<file path="src/rtl/stb_arb_drain_ctrl.sv">
// Store-buffer control: round-robin write arbitration across LSU store ports,
// circular read/write pointers with occupancy tracking, and a drain FSM that
// pushes the head entry to the dcache in the background or on a flush.
module stb_arb_drain_ctrl #(
    parameter int NUM_PORTS    = 2,
    parameter int DEPTH        = 8,
    parameter int DRAIN_THRESH = 4,
    localparam int AW = (DEPTH > 1) ? $clog2(DEPTH) : 1,
    localparam int PW = (NUM_PORTS > 1) ? $clog2(NUM_PORTS) : 1
) (
    input  logic                 clk,
    input  logic                 rst_n,
    input  logic [NUM_PORTS-1:0] lsummu2stb_req,
    input  logic [NUM_PORTS-1:0] lsummu2stb_w_en,
    input  logic [NUM_PORTS-1:0] dmem_sel_i,
    input  logic                 flush_i,
    input  logic                 dcache2stb_ack,
    output logic [NUM_PORTS-1:0] stb2lsummu_ack,
    output logic [NUM_PORTS-1:0] stb2lsummu_stall,
    output logic                 stb_wr_en,
    output logic [PW-1:0]        stb_wr_port,
    output logic [AW-1:0]        stb_wr_ptr,
    output logic [AW-1:0]        stb_rd_ptr,
    output logic                 stb2dcache_req,
    output logic [AW:0]          stb_count,
    output logic                 stb_full,
    output logic                 stb_empty,
    output logic                 stb_flush_done
);

    typedef enum logic [1:0] {D_IDLE, D_DRAIN, D_FLUSH} drain_state_e;

    drain_state_e         state_q, state_d;
    logic [AW-1:0]        wr_ptr_q, wr_ptr_d;
    logic [AW-1:0]        rd_ptr_q, rd_ptr_d;
    logic [AW:0]          count_q, count_d;
    logic [PW-1:0]        start_q, start_d;
    logic [NUM_PORTS-1:0] ack_q;

    logic [NUM_PORTS-1:0] valid;
    logic [NUM_PORTS-1:0] grant_vec;
    logic [PW-1:0]        grant_idx;
    logic                 grant_any;
    logic                 grant_en;
    logic [PW:0]          cand_sum;
    logic [PW-1:0]        cand_idx;
    logic                 full;
    logic                 drain_req;
    logic                 retire;
    logic                 flush_done;

    // A port that was acked this cycle is masked: its requester drops req now.
    // Everything is gated by rst_n so outputs read as idle while in reset.
    generate
        for (genvar gi = 0; gi < NUM_PORTS; gi++) begin : g_valid
            assign valid[gi] = rst_n & lsummu2stb_req[gi] & lsummu2stb_w_en[gi]
                             & dmem_sel_i[gi] & ~ack_q[gi];
        end
    endgenerate

    // A full buffer blocks grants even if the head retires this same cycle.
    assign full      = (count_q == (AW+1)'(DEPTH));
    assign grant_en  = rst_n & ~full & (state_q != D_FLUSH);
    assign drain_req = rst_n & ((state_q == D_DRAIN) | (state_q == D_FLUSH)) & (count_q != '0);
    assign retire    = drain_req & dcache2stb_ack;

    // Round-robin search beginning at the port after the last one granted.
    always_comb begin
        grant_vec = '0;
        grant_idx = '0;
        grant_any = 1'b0;
        cand_sum  = '0;
        cand_idx  = '0;
        for (int k = 0; k < NUM_PORTS; k++) begin
            cand_sum = {1'b0, start_q} + (PW+1)'(k);
            if (cand_sum >= (PW+1)'(NUM_PORTS)) begin
                cand_sum = cand_sum - (PW+1)'(NUM_PORTS);
            end
            cand_idx = cand_sum[PW-1:0];
            if (!grant_any && grant_en && valid[cand_idx]) begin
                grant_any           = 1'b1;
                grant_vec[cand_idx] = 1'b1;
                grant_idx           = cand_idx;
            end
        end
    end

    // Pointer, occupancy and round-robin next-state.
    always_comb begin
        wr_ptr_d = wr_ptr_q;
        rd_ptr_d = rd_ptr_q;
        count_d  = count_q;
        start_d  = start_q;
        if (grant_any) begin
            wr_ptr_d = (wr_ptr_q == AW'(DEPTH-1)) ? '0 : wr_ptr_q + 1'b1;
            start_d  = (grant_idx == PW'(NUM_PORTS-1)) ? '0 : grant_idx + 1'b1;
        end
        if (retire) begin
            rd_ptr_d = (rd_ptr_q == AW'(DEPTH-1)) ? '0 : rd_ptr_q + 1'b1;
        end
        if (grant_any && !retire) begin
            count_d = count_q + 1'b1;
        end else if (!grant_any && retire) begin
            count_d = count_q - 1'b1;
        end
    end

    // Drain FSM next-state; flush_done is a single-cycle pulse on leaving D_FLUSH.
    always_comb begin
        state_d    = state_q;
        flush_done = 1'b0;
        case (state_q)
            D_IDLE: begin
                if (flush_i) begin
                    state_d = D_FLUSH;
                end else if (count_q >= (AW+1)'(DRAIN_THRESH)) begin
                    state_d = D_DRAIN;
                end
            end
            D_DRAIN: begin
                if (flush_i) begin
                    state_d = D_FLUSH;
                end else if (count_d == '0) begin
                    state_d = D_IDLE;
                end
            end
            D_FLUSH: begin
                if (count_q == '0) begin
                    flush_done = 1'b1;
                    state_d    = D_IDLE;
                end
            end
            default: state_d = D_IDLE;
        endcase
    end

    // State registers; the store-accepted pulse trails the grant by one cycle.
    always_ff @(posedge clk) begin
        if (!rst_n) begin
            state_q  <= D_IDLE;
            wr_ptr_q <= '0;
            rd_ptr_q <= '0;
            count_q  <= '0;
            start_q  <= '0;
            ack_q    <= '0;
        end else begin
            state_q  <= state_d;
            wr_ptr_q <= wr_ptr_d;
            rd_ptr_q <= rd_ptr_d;
            count_q  <= count_d;
            start_q  <= start_d;
            ack_q    <= grant_vec;
        end
    end

    assign stb2lsummu_ack   = ack_q & {NUM_PORTS{rst_n}};
    assign stb2lsummu_stall = valid & ~grant_vec;
    assign stb_wr_en        = grant_any;
    assign stb_wr_port      = grant_idx;
    assign stb_wr_ptr       = rst_n ? wr_ptr_q : '0;
    assign stb_rd_ptr       = rst_n ? rd_ptr_q : '0;
    assign stb2dcache_req   = drain_req;
    assign stb_count        = rst_n ? count_q : '0;
    assign stb_full         = rst_n & full;
    assign stb_empty        = ~rst_n | (count_q == '0);
    assign stb_flush_done   = rst_n & flush_done;

endmodule
</file>
<file path="config.mk">
export PLATFORM = sky130hd
export DESIGN_NAME = stb_arb_drain_ctrl
export DESIGN_NICKNAME = d
export VERILOG_FILES = /design/src/rtl/stb_arb_drain_ctrl.sv
export SDC_FILE = /design/constraint.sdc
export NUM_CORES = 1
export LEC_CHECK = 0
export ABC_AREA = 1
export CAP_MARGIN = 20
export CORE_MARGIN = 10
export CORE_UTILIZATION = 51
export DETAILED_ROUTE_END_ITERATION = 6
export HOLD_SLACK_MARGIN = 0.08
export PLACE_DENSITY = 0.84
export SLEW_MARGIN = 15
export SYNTH_ARGS = -nofsm -noshare
export SYNTH_HDL_FRONTEND = slang
export SYNTH_SLANG_ARGS = --single-unit
export TNS_END_PERCENT = 1
</file>
<file path="constraint.sdc">
create_clock -name clk -period 5.42 [get_ports clk]
set_clock_uncertainty 0.05 [all_clocks]
set_input_delay 1.084 -clock clk [delete_from_list [all_inputs] [get_ports clk]]
set_output_delay 1.084 -clock clk [all_outputs]
set_load 0.02 [all_outputs]
</file>
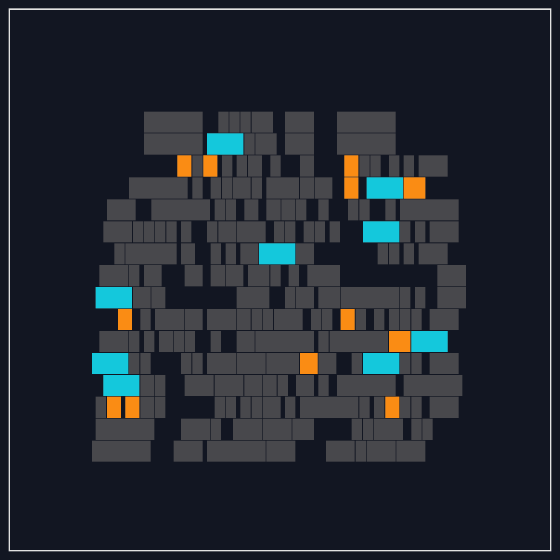
*Selected gate families*
Key: cyan = fa/ha/maj cells [cells 9, most used ha_1]; orange = aoi and oai cells [cells 12, most used a21oi_1]
fin cells: 226
Top cell excl fill/tap: nand2_1
Comb area share: 45.5%

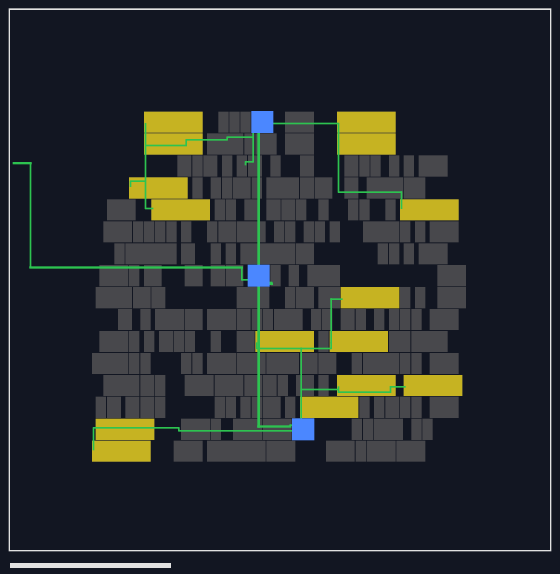
*Clock distribution*
The bar under the picture is 20 um long.
Key: green = clock wires [length 224 um]; blue = clock-net drivers [count 3]; yellow = flip-flops [count 15]
There are 4 routed clock nets.

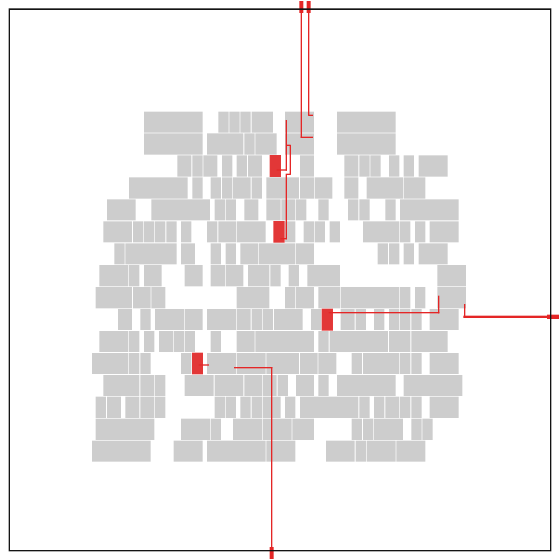
*Port wiring*
Key: red = stb_count [bits 4, direction output, end cells 4, wire 106 um]

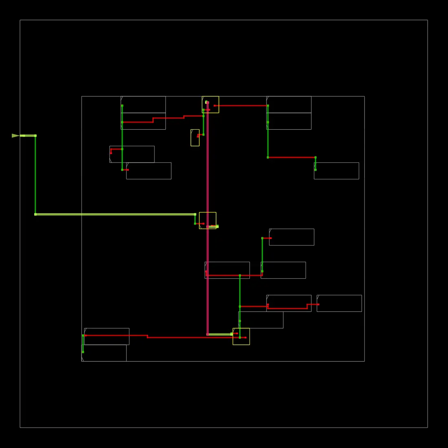
*Clock routing*
clock distribution power: 66.7 uW
# clk buffers: 4
Num CTS Buffers: 3
clock tree sinks: 15
Latency at later pin: 300 ps

==> results_dict.tcl <==
# place-and-route summary
set metrics [dict create \
    outcome "finished clean" \
    regToRegSetupSlack_ps 3230 \
    path_buffers 3 \
    fillers 166 \
    antenna_found_initial 0 \
    hold_violations 0 \
    avgSynthCellArea_um2 6.69 \
    synth_top_cell_by_area "dfxtp_1" \
    edf_count 0 \
    cpLargestDelayFamily "buffers and inverters" \
    worst-r2r-cell-count 16 \
    core_um2 2020 \
    p_seq_share_pct 32.9 \
    leakage_uw 0.000768 \
    grt_pass1_vias 1097 \
    top_area_share_pct 26.7 \
    rsz0062_at_grt "no" \
    yosys_warnings 0 \
    sh_seq_area_pct 20.6 \
    tritoncts "yes" \
    switching_share_pct 44.0 \
    layout_top_cells "40 x nand2_1, 32 x inv_1, 29 x clkdlybuf4s50_1, 17 x nor2_1, 15 x dfxtp_1" \
    top_register "count_q" \
    dpl_cell_area_um2 1430 \
    clk_pin_slew_ps 90 \
    ys_ff 15 \
    clock_path_buffers 2 \
    async_flop_share_pct 0 \
    comb_area_um2 662 \
    drt_iter0_markers 77 \
    comb_cells 115 \
    maxPowerGroup "combinational logic" \
    grt.total_usage_pct 13.3 \
]
No activity file was given, so power comes from the tool's default toggle rates.
